$ cat src/rtl/arb_mux_reg.sv
// arb_mux_reg: registered N-channel word multiplexer with valid/ready handshakes.
// MODE 0 forwards the channel chosen by sel; MODE 1 arbitrates round-robin.
// The output is a single-entry register, so there is no combinational path
// from any input channel to out_*.
module arb_mux_reg #(
  parameter int WIDTH = 32,
  parameter int NCH   = 4,
  parameter int MODE  = 0,
  parameter int SELW  = $clog2(NCH)
) (
  input  logic                 clk,
  input  logic                 reset,
  input  logic [NCH*WIDTH-1:0] in_data,
  input  logic [NCH-1:0]       in_valid,
  output logic [NCH-1:0]       in_ready,
  input  logic [SELW-1:0]      sel,
  output logic [WIDTH-1:0]     out_data,
  output logic                 out_valid,
  input  logic                 out_ready,
  output logic [SELW-1:0]      out_ch
);

  localparam logic [SELW-1:0] LAST = SELW'(NCH - 1);

  logic [SELW-1:0]  ptr;
  logic [NCH-1:0]   g;
  logic [SELW-1:0]  gidx;
  logic             found;
  logic [WIDTH-1:0] word;
  logic             load_en;
  int unsigned      idx;

  assign load_en = !out_valid || out_ready;

  // Grant: one-hot or zero; MODE 1 scans upward from ptr with wrap-around.
  always_comb begin
    g     = '0;
    gidx  = '0;
    found = 1'b0;
    idx   = 0;
    if (MODE == 0) begin
      for (int unsigned i = 0; i < NCH; i++) begin
        if ((32'(sel) == i) && in_valid[i]) begin
          g[i] = 1'b1;
          gidx = SELW'(i);
        end
      end
    end else begin
      for (int unsigned k = 0; k < NCH; k++) begin
        idx = 32'(ptr) + k;
        if (idx >= NCH) idx = idx - NCH;
        if (!found && in_valid[idx]) begin
          found  = 1'b1;
          g[idx] = 1'b1;
          gidx   = SELW'(idx);
        end
      end
    end
  end

  // Word selection as an AND-OR mux over the one-hot grant.
  always_comb begin
    word = '0;
    for (int unsigned i = 0; i < NCH; i++) begin
      if (g[i]) word = word | in_data[i*WIDTH +: WIDTH];
    end
  end

  // Handshake back to producers; suppressed while reset is held low.
  always_comb begin
    in_ready = g & {NCH{load_en & reset}};
  end

  // Output register and round-robin pointer.
  always_ff @(posedge clk) begin
    if (!reset) begin
      out_valid <= 1'b0;
      out_data  <= '0;
      out_ch    <= '0;
      ptr       <= '0;
    end else if (load_en) begin
      if (|g) begin
        out_data  <= word;
        out_ch    <= gidx;
        out_valid <= 1'b1;
        if (MODE == 1) ptr <= (gidx == LAST) ? '0 : gidx + 1'b1;
      end else begin
        out_valid <= 1'b0;
      end
    end
  end

endmodule

$ cat config.mk
export PLATFORM = sky130hd
export DESIGN_NAME = arb_mux_reg
export DESIGN_NICKNAME = d
export VERILOG_FILES = /design/src/rtl/arb_mux_reg.sv
export SDC_FILE = /design/constraint.sdc
export NUM_CORES = 1
export LEC_CHECK = 0
export ABC_AREA = 1
export CORE_ASPECT_RATIO = 1.75
export CORE_UTILIZATION = 38
export DETAILED_ROUTE_END_ITERATION = 8
export PLACE_DENSITY = 0.93
export SETUP_SLACK_MARGIN = 0.5
export SLEW_MARGIN = 40
export SYNTH_ARGS = -nofsm -noshare
export SYNTH_HDL_FRONTEND = slang
export SYNTH_SLANG_ARGS = --single-unit
$ cat constraint.sdc
create_clock -name clk -period 3.05 [get_ports clk]
set_input_delay 0.4575 -clock clk [delete_from_list [all_inputs] [get_ports clk]]
set_output_delay 0.4575 -clock clk [all_outputs]
set_load 0.01 [all_outputs]
### Close-up of the layout, run 1

Scale bar: 5 µm. Region (22, 67) to (42, 87) µm. Cells in gray, sequential cells in the stronger gray; small squares are vias.
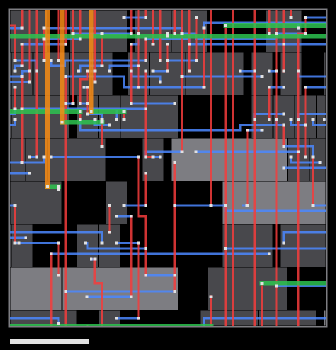
M2: shown in red. M1: shown in blue. M4: shown in orange. M3: shown in green.
Sequential cells in the window: 3. Netlist names of flops here include out_data (3). 38 logic cells have their middle in the window. Most frequent: nor2_1 (9), clkdlybuf4s50_1 (8), nand2_1 (7).

### Pin map, run 1

Scale bar: 20 µm. Pins as bars across the die edge, other pins in gray.
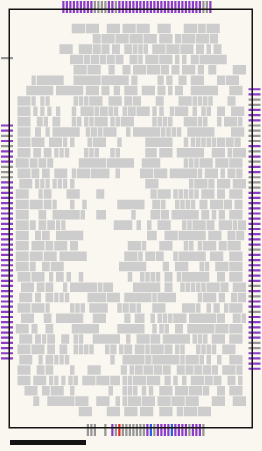
in_data: shown in purple, pins 128, direction input, edge 41 left, 38 right, 36 top, 13 bottom. out_ch: shown in blue, pins 2, direction output, edge bottom. reset: shown in red, pins 1, direction input, edge bottom.
All pins by edge: 55 right, 47 left, 43 top, 31 bottom.
Port Buffers: 175
die height: 110 µm

==> impl_metrics.yaml, run 1 <==
# synthesis and place-and-route metrics
run:
  warnings: 26
  drv_cap: 0
final_timing:
  relSlewSlack_pct: 60.7
  fmax_mhz: 419
  worst_clock_skew_ps: 4.88
  drv_slew: 0
  fin_crit_ps: 2390
  hold_violations: 0
  holdWs_ps: 450
  rsz0062_at_grt: "false"
  setup_viol: 0
  tightest_slew_ps: 590
  fin_tns_setup_ps: 0
  fin_crit_sh_pct: 78.3
detailed_routing:
  via_count: 3578
  wl_um: 10600
  ant_nets: 0
  wl_per_cell_um: 16.1
  drc: 0
  firstDrtPassIters: 5
  routed_via_density: 5.45
  drt_iter0_markers: 340
grt:
  antenna_found_initial: 0
  grt_max_degree: 39
  grt-ovfl-total: 0
  grt_pass1_vias: 3512
  grt_usage_pct: 30.3
  grt_first_pass_wirelength_um: 16300
power_and_ir_drop:
  p_total_mw: 1.47
  power.leakage_nw: 1.80
  power.density_nw_per_um2: 338
  ir_worst_vdd_uv: 253
synth:
  syn_area_um2: 2510
  synthArstFlopShare_pct: 0
  fp_nets: 563
  ys.flop_type: "dfxtp_1"
  yosysChipArea_um2: 2510
  synth.area.top_cells: "dfxtp_1, nand4_1, nand2_1"
  ys_seq_share_pct: 27.9
  synthTopCellsByCount: "nand2_1, nand4_1, nor2_1, inv_1"
  most_common_cell: "nand2_1"
  syn_area_per_cell_um2: 5.90
  synth_area_leader_cell: "dfxtp_1"
  synth.distinct_cells: 15
  yosys.area.top_type_share_pct: 27.9
  synthCells: 426
  ys_warn_count: 0
  ys_cells: 426
  edf_count: 0
  numSynthFlops: 35
clock_tree:
  cts_tree: "built"
  cts-buffers-inserted: 5
  cts_root_buf: "clkbuf_8"
  cts.reportedPaths.clkPinSlew_ps: 70
  cts_resized: 1
  post_cts_buffers: 0
  clock_latency_ps: 280
  htreeDepth: 2
  cts_hold_buf: 0
  clk_path_buf_depth: 2
  clkSinkCount: 35
critical_path:
  crit_type: "primary input to primary output"
  path_max_fanout: 5
  worstPathArrival_ps: 1930
  critPathRequiredTime_ps: 2590
  endpoint_kind: "primary output"
  start_kind: "primary input"
placed_design:
  routabilityCongestion: 0.878
  dp_hpwl_um: 7550
  dpl-instance-area_um2: 4250
floorplan:
  dieArea_um2: 6950
  fp-utilization_pct: 40.0
  io_pins: 176
  die_x_um: 63.5
  core_area_um2: 6280
  std_cell_rows: 38
finish:
  nets: 713
  area_delta_synth_final_pct: 72.8
  layout-drive-gt1-share_pct: 3.99
  fin_util_pct: 69.2
  n_antenna_cell: 0
  design_area_um2: 4340
hold_path:
  hold_class: "register to register"
run_status:
  status: "complete, no violations"
### Selected gate families, run 1

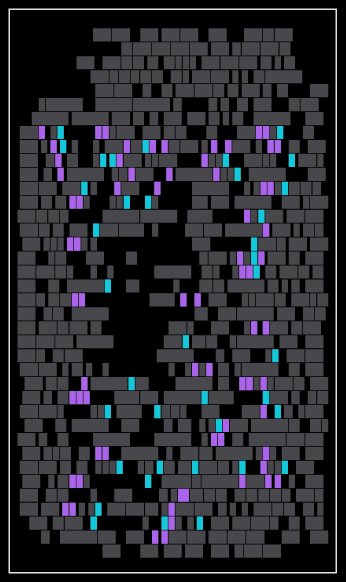
nor cells: shown in purple, cells 69, most used nor2_1. inv cells: shown in cyan, cells 38, most used inv_1.
final std cells w/o fill: 656
most numerous logic cell after layout: clkdlybuf4s50_1
combinational share of cell area: 33.8%

-- run 1: area by class of cell --
| cell class | count | area, µm² |
|---|---|---|
| Tap cell | 80 | 100 |
| Sequential cell | 35 | 701 |
| Timing Repair Buffer | 186 | 1840 |
| Inverter | 38 | 143 |
| Clock buffer | 6 | 82.6 |
| Multi-Input combinational cell | 310 | 1470 |
| Fill cell | 545 | 1940 |
| Clock inverter | 1 | 5.00 |
-- run 1: path summary, 6_finish.rpt --
path,from,to,slack [ps],cells past startpoint
setup / recovery,out_ready,in_ready[3],660,6
hold / removal,out_ch[1],out_ch[1],450,2
setup reg to reg,out_valid,out_data[31],1780,6
hold reg to reg,out_ch[1],out_ch[1],450,2
-- run 1: report_power, final --
| group | switching, mW | internal, mW | total [mW] | leakage (nW) |
|---|---|---|---|---|
| Clock | 0.164 | 0.177 | 0.341 | 0.0470 |
| Sequential | 0.0256 | 0.507 | 0.533 | 0.289 |
| Combinational | 0.272 | 0.321 | 0.592 | 1.46 |
| Total | 0.461 | 1.01 | 1.47 | 1.80 |
-- run 1: per-layer routing --
layer	vias up	global-route usage, %	routed length, µm
met3	26	7.47	987
met4	0	18.0	388
met1	1614	30.0	3610
met2	200	56.1	5610
met5	-	0	0
li1	1738	-	-
-- run 1: stage by stage --
step           cells  worst slack [ps]
6_report         656               662
5_1_grt          656               580
4_1_cts          656               651
3_5_place_dp     649               433
3_3_place_gp     649               479
2_1_floorplan    426              1500
-- run 1: logic make-up after synthesis --
logic type             after synthesis  synth area share [%]
AOI/OAI and AO/OA                    4                 0.946
and+or+nand+nor                    306                  57.2
DFF                                 35                  27.9
buffers and inverters               81                  13.9
-- run 1: worst max-delay path, stage by stage --
cell and delay [ps]:
clkdlybuf4s50_1 460, inv_1 40, nand2_1 180, nand2_1 150, nor2_1 110, clkdlybuf4s50_1 540
-- run 1: flip-flops by register name (all words and copies together) (netlist names) --
register   flops
out_ch         2
out_data      32
out_valid      1
-- run 1: cells in the final DEF, fill, tap and decap left out, types with 2 or more instances in the layout --
master / instances
clkdlybuf4s50_1: 173
nand2_1: 105
nand4_1: 97
nor2_1: 68
inv_1: 36
nand3_1: 35
dfxtp_1: 35
buf_4: 10
clkbuf_8: 6
a21oi_1: 3
inv_2: 2
### Clock routing, run 1

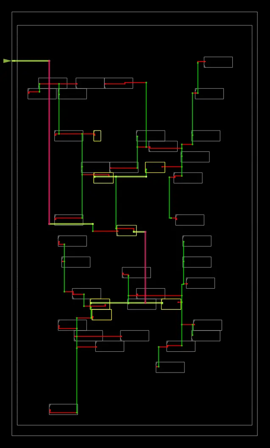

==> inputs of run 2 (changes only) <==
--- a/config.mk
+++ b/config.mk
@@ -7,9 +7,9 @@
 export LEC_CHECK = 0
 export ABC_AREA = 1
 export CORE_ASPECT_RATIO = 1.75
-export CORE_UTILIZATION = 38
+export CORE_UTILIZATION = 32
 export DETAILED_ROUTE_END_ITERATION = 8
-export PLACE_DENSITY = 0.93
+export PLACE_DENSITY = 0.84
 export SETUP_SLACK_MARGIN = 0.5
 export SLEW_MARGIN = 40
 export SYNTH_ARGS = -nofsm -noshare
==> constraint.sdc (replaced) <==
create_clock -name clk -period 2 [get_ports clk]
set_input_delay 0.3 -clock clk [delete_from_list [all_inputs] [get_ports clk]]
set_output_delay 0.3 -clock clk [all_outputs]
set_load 0.01 [all_outputs]
### Clock routing, run 2

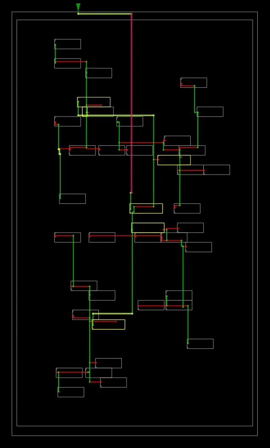
# clock sinks: 35
cts bufs inserted: 5
seq_cells: 35
Fin Clk Skew: 0.950 ps
total of clock buffers placed in the layout: 6

==> run 2 against run 1 <==
Against the previous run: clock skew fell by 3.9 ps; sequential power up 52%; total power increased by 72%; combinational power up 68%; synthesized cell count is the same; register-to-register slack got worse by 1000 ps; count of clock-buffer cells in the layout stayed put; utilization fell by 8.2 points; design area up 6.3%; area after synthesis did not move; routed wire length rose by 3.8%; first-iteration DRC count down 22%; critical endpoint is now out_data[31].
==> impl_metrics.yaml, run 2 <==
# synthesis and place-and-route metrics
run_status:
  status: "complete, no violations"
power_and_ir_drop:
  power.leakage_nw: 2.11
  power.density_nw_per_um2: 546
  p_total_mw: 2.52
synth:
  most_common_cell: "nand2_1"
  synth.area.top_cells: "dfxtp_1, nand4_1, nand2_1"
  synth_area_leader_cell: "dfxtp_1"
  fp_nets: 563
  synthArstFlopShare_pct: 0
  ys_seq_share_pct: 27.9
  syn_area_per_cell_um2: 5.90
  synth.distinct_cells: 15
  synthCells: 426
  ys.flop_type: "dfxtp_1"
  ys_warn_count: 0
  numSynthFlops: 35
  ys_cells: 426
  yosysChipArea_um2: 2510
  syn_area_um2: 2510
finish:
  nets: 726
  layout-drive-gt1-share_pct: 7.99
  area_delta_synth_final_pct: 83.7
  lay_top_count: "clkdlybuf4s50_1"
  design_area_um2: 4620
  fin_util_pct: 61.0
  largest_register: "out_data"
  nFillCells: 713
  largestRegisters: "out_data x32, out_ch x2, out_valid x1"
floorplan:
  core_area_um2: 7570
  die_h_um: 119
  fp-utilization_pct: 33.2
  std_cell_rows: 42
hold_path:
  hold_start: "out_ch[1]"
  hold_class: "register to register"
final_timing:
  setup_viol: 0
  fmax_mhz: 677
  holdWs_ps: 453
  tightest_slew_ps: 556
  drv_slew: 0
  rsz0062_at_grt: "false"
grt:
  grt_first_pass_wirelength_um: 16000
  antenna_found_initial: 0
  grt_usage_pct: 26.3
  grt-ovfl-total: 0
critical_path:
  cp_slowest_cell: "clkdlybuf4s50_1"
  critPathRequiredTime_ps: 1700
  start_kind: "register"
  max_stage_delay_ps: 570
  crit_type: "register to primary output"
  worstPathCellList: "clkdlybuf4s50_1"
  rr_worst_depth: 8
  path_delay_family: "buffers and inverters"
  reg2reg_from: "out_valid"
placed_design:
  dpl-instance-area_um2: 4350
  dp_hpwl_um: 7900
  dp.cells: 665
  portBuffers: 175
  routabilityCongestion: 0.874
detailed_routing:
  routed_via_density: 5.33
  wl_per_cell_um: 16.3
  via_count: 3601
  firstDrtPassIters: 4
  drc: 0
  drt_iter0_markers: 266
run:
  drv_cap: 0
clock_tree:
  cts.reportedPaths.clkPinSlew_ps: 50
  htreeDepth: 2
  cts_root_buf: "clkbuf_16"
  cts_tree: "built"
### Selected gate families, run 2

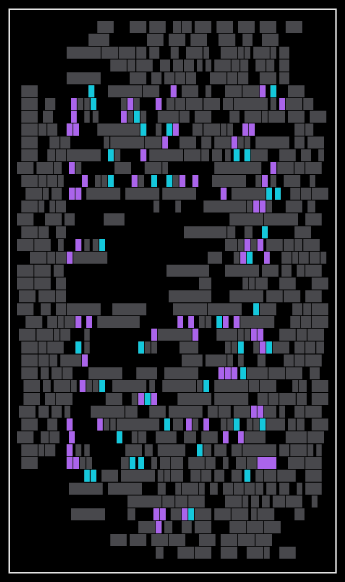
inv cells: shown in cyan, cells 38, most used inv_1. nor cells: shown in purple, cells 69, most used nor2_1.
final std cells w/o fill: 676
combinational share of cell area: 32.4%

[run 2: how the worst max path moves through the flow]
stage	to	start	cells after the start	slack (ps)
after global routing	out_data[31]	out_data[31]	1	500
after floorplan	out_data[0]	sel[1]	9	610
final	out_data[31]	out_data[31]	1	520
after detailed placement	in_ready[0]	sel[1]	5	-200
after global placement	in_ready[0]	sel[1]	5	-160
after CTS	in_ready[0]	out_ready	6	430
[run 2: cells by family after synthesis]
logic type,Yosys count,share of synthesized area [%]
AND-OR/OR-AND,4,0.946
buffers and inverters,81,13.9
flip-flops,35,27.9
AND/OR/NAND/NOR,306,57.2
[run 2: worst min-delay path, cell delays in order, from the launching register on]
cell and delay, ps:
dfxtp_1 310, inv_1 50, a21oi_1 50
[run 2: report_power, final]
group          leakage, nW  internal [mW]  switching, mW
Combinational         1.76          0.551          0.445
Sequential           0.289          0.775         0.0368
Clock               0.0628          0.447          0.264
Total                 2.11           1.77          0.746
[run 2: routing by layer]
metal | up-vias | global-route usage (%) | share of wire [%]
li1 | 1759 | - | -
met1 | 1642 | 24.6 | 33
met5 | - | 0 | 0
met3 | 22 | 4.02 | 7.1
met2 | 178 | 50.2 | 57
met4 | 0 | 13.9 | 2.9
[run 2: cell type report]
class	instances	area [µm²]	area share (%)
timing repair buffer	199	2040	44.1
sequential	35	701	15.2
tap	88	110	2.39
clock buffer	6	129	2.79
inverter	38	143	3.09
multi-input combinational	310	1500	32.4
[run 2: through the flow]
step	setup TNS, ps	setup slack [ps]
after CTS	0	435
after detailed placement	-2150	-196
final	0	524
after floorplan	0	607
after global routing	0	501
after global placement	-718	-159
[run 2: repair_timing]
item,4_1_cts,5_1_grt
resized,26,25
pin swaps,1,2
setup buffers,2,0
setup endpoints to repair,39,43
cloned,1,2
hold buffers,0,0
### Pin map, run 2

Scale bar: 20 µm. Pins as bars across the die edge, other pins in gray.
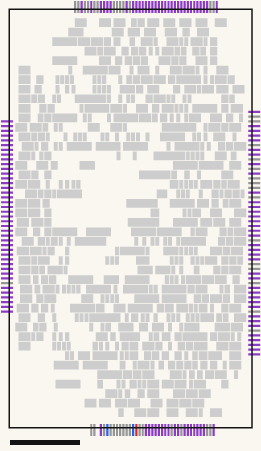

==> inputs of run 3 (changes only) <==
==> constraint.sdc (replaced) <==
create_clock -name clk -period 1.2 [get_ports clk]
set_input_delay 0.18 -clock clk [delete_from_list [all_inputs] [get_ports clk]]
set_output_delay 0.18 -clock clk [all_outputs]
set_load 0.01 [all_outputs]
### Pin map, run 3

Scale bar: 20 µm. Pins as bars across the die edge, other pins in gray.
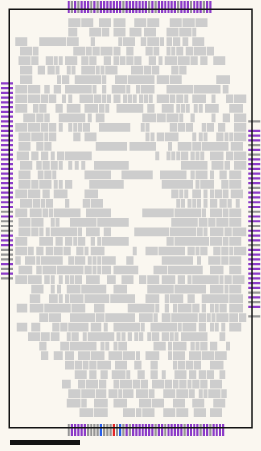
in_data: shown in purple, pins 128, direction input, edge 35 top, 33 left, 30 bottom, 30 right. reset: shown in red, pins 1, direction input, edge bottom. out_ch: shown in blue, pins 2, direction output, edge bottom.
All pins by edge: 49 bottom, 45 top, 42 left, 40 right.
die width: 69.0 µm
die height: 119 µm

==> run 3 against run 2 <==
Against the previous run: the flow now finishes with violations (setup timing); via count increased by 6.0%; utilization increased by 7.3 points; global-route usage increased by 1.3 points; critical path depth increased by 8; hold slack improved by 29 ps; critical endpoint is now out_data[29].
==> impl_metrics.yaml, run 3 <==
# synthesis and place-and-route metrics
grt:
  antenna_found_initial: 0
  grt-ovfl-total: 0
  grt_max_degree: 49
  grt_pass1_vias: 3613
  grt_first_pass_wirelength_um: 17000
  grt_usage_pct: 27.6
floorplan:
  core_area_um2: 7570
  io_pins: 176
  std_cell_rows: 42
  dieArea_um2: 8220
  fp-utilization_pct: 33.2
synth:
  numSynthFlops: 35
  yosysChipArea_um2: 2510
  synthArstFlopShare_pct: 0
  synthTopCellsByCount: "nand2_1, nand4_1, nor2_1, inv_1"
  syn_area_um2: 2510
  ys_seq_share_pct: 27.9
  ys.flop_type: "dfxtp_1"
  yosys.area.top_type_share_pct: 27.9
  synth.distinct_cells: 15
  edf_count: 0
  ys_warn_count: 0
  fp_nets: 563
  most_common_cell: "nand2_1"
  ys_cells: 426
  synthCells: 426
  synth.area.top_cells: "dfxtp_1, nand4_1, nand2_1"
  syn_area_per_cell_um2: 5.90
  synth_area_leader_cell: "dfxtp_1"
placed_design:
  portBuffers: 175
  routabilityCongestion: 0.880
  dpl-instance-area_um2: 4390
  dp_hpwl_um: 7430
final_timing:
  setup_viol: 18
  holdWs_ps: 482
  fin_crit_ps: 1400
  fin_tns_setup_ps: -1500
  hold_violations: 0
  relSlewSlack_pct: 72.0
  worst_clock_skew_ps: 9.20
  fmax_mhz: 712
  fin_crit_sh_pct: 117
  worst_slack_ps: -205
  rsz0062_at_grt: "true"
  tightest_slew_ps: 419
  drv_slew: 0
finish:
  lay_top_cells: "clkdlybuf4s50_1, nand4_1, nand2_1"
  n_antenna_cell: 0
  nets: 745
  largest_register: "out_data"
  largestRegisters: "out_data x32, out_ch x2, out_valid x1"
  largest_register_ff_count: 32
  lay_top_count: "clkdlybuf4s50_1"
  fin_util_pct: 68.3
  area_delta_synth_final_pct: 106
  design_area_um2: 5170
  layout-drive-gt1-share_pct: 30.0
clock_tree:
  cts_tree: "built"
  clkSinkCount: 35
  htreeDepth: 2
  cts_hold_buf: 0
  cts_root_buf: "clkbuf_16"
  clk_path_buf_depth: 2
  clock_latency_ps: 270
  cts.reportedPaths.clkPinSlew_ps: 60
  cts-buffers-inserted: 5
critical_path:
  rr_worst_depth: 9
  critPathRequiredTime_ps: 1380
  crit_type: "register to register"
  r2r-end: "out_data[29]"
  start_kind: "register"
  endpoint_kind: "register"
  rrSetupSlack_ps: -200
  worstPathArrival_ps: 1580
  reg2reg_from: "out_valid"
  path_max_fanout: 5
hold_path:
  hold_end: "out_ch[1]"
  hold_start: "out_ch[1]"
  whs_path_depth: 2
  hold_class: "register to register"
detailed_routing:
  drc: 0
  routed_via_density: 5.47
  firstDrtPassIters: 5
  wl_um: 12300
  drt_iter0_markers: 308
  ant_nets: 0
  wl_per_cell_um: 17.6
  via_count: 3816
run_status:
  status: "finished, violations left"
  violations: "setup timing"
power_and_ir_drop:
  p_total_mw: 4.73
  ir_worst_vdd_uv: 721
  power.leakage_nw: 2.22
  power.density_nw_per_um2: 916
run:
  warnings: 29
  drv_cap: 0
### Close-up of the layout, run 3

Scale bar: 5 µm. Region (24, 73) to (44, 93) µm. Cells in gray, sequential cells in the stronger gray; small squares are vias.
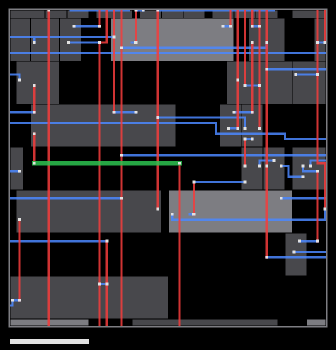
M1: shown in blue. M2: shown in red. M3: shown in green.
Most frequent: inv_1 (3). Netlist names of flops here include out_data (2). Sequential cells in the window: 2. 17 logic cells have their middle in the window.

==> run 3: cell count changes in the layout (fill, tap and decap cells not counted), sizes merged, moves of 5 or more <==
cell           delta
dlygate4sd2       +5
buf              +53
dlymetal6s2s     -12
clkdlybuf4s50    -26
==> run 3: what timing repair did <==
item,CTS,global route
setup endpoints to repair,74,74
setup buffers,14,5
cloned,5,3
resized,261,39
pin swaps,29,18
==> run 3: worst max path at each step <==
stage	slack, ps	cells past startpoint	from	endpoint
final	-200	9	out_valid	out_data[29]
after global routing	-250	9	out_valid	out_data[29]
after CTS	-40	9	out_valid	out_data[23]
after detailed placement	-460	6	out_ready	in_ready[0]
after global placement	-450	4	in_valid[3]	in_ready[3]
after floorplan	80	9	sel[1]	out_data[0]
==> run 3: cells by family (layout without fill, tap and decap cells) <==
family / after synthesis / in the layout / synth area share [%]
simple gates: 306 / 306 / 57.2
compound gates: 4 / 4 / 0.946
flops: 35 / 35 / 27.9
buf+inv: 81 / 264 / 13.9
==> run 3: layer usage <==
layer | wire length (µm) | global-route usage (%) | share of wire, %
met3 | 812 | 4.02 | 6.6
met5 | 0 | 0 | 0
met4 | 511 | 14.4 | 4.2
met1 | 4210 | 27.9 | 34
met2 | 6720 | 50.7 | 55
==> run 3: critical path, stage by stage (launching register included) <==
cell,delay [ps]
dfxtp_4,350
nand2_4,80
buf_6,110
o21ai_4,70
buf_6,140
buf_12,120
buf_16,140
nand2_4,50
nand2_1,50
nor2_1,200
==> run 3: stage by stage <==
step | setup slack, ps | std cells
2_1_floorplan | 83.9 | 426
3_3_place_gp | -454 | 662
3_5_place_dp | -463 | 662
4_1_cts | -40.1 | 689
5_1_grt | -249 | 697
6_report | -205 | 697
==> run 3: final cells by class <==
| class | count | area, µm² |
|---|---|---|
| fill | 616 | 2400 |
| timing repair buffer | 218 | 2340 |
| multi-input combinational | 310 | 1680 |
| sequential | 35 | 747 |
| inverter | 38 | 145 |
| clock buffer | 6 | 129 |
| tap | 88 | 110 |
| clock inverter | 2 | 12.5 |
==> run 3: report_power, final <==
| group | internal, mW | switching [mW] |
|---|---|---|
| Clock | 0.765 | 0.475 |
| Sequential | 1.32 | 0.0914 |
| Combinational | 1.17 | 0.919 |
| Total | 3.25 | 1.49 |

==> layout pictures side by side <==
Signal metal coverage by tile.
Plate I
14 x 24 tiles, from white (low) to dark blue (high), scaled to the fullest tile. Values are wire area over tile area, all layers added.
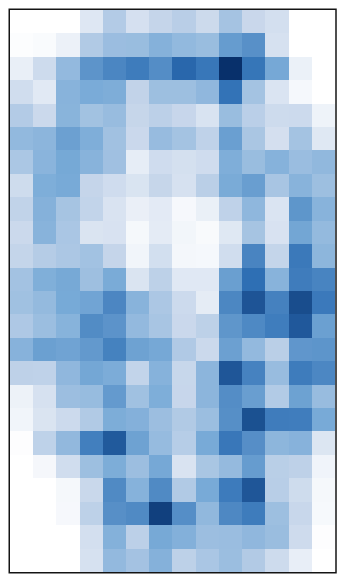
Plate II
13 x 22 tiles, from white (low) to dark blue (high), scaled to the fullest tile. Values are wire area over tile area, all layers added.
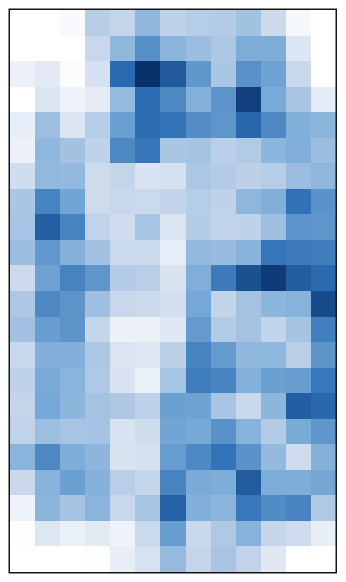
Plate III
14 x 24 tiles, from white (low) to dark blue (high), scaled to the fullest tile. Values are wire area over tile area, all layers added.
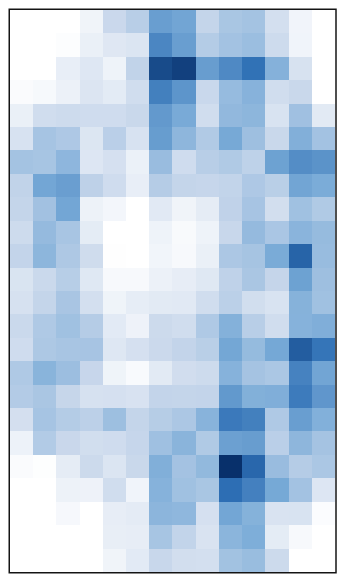
- run 1 = Plate II
- run 2 = Plate III
- run 3 = Plate I

Power figures rest on the tool's default switching activity, not on a simulated workload.
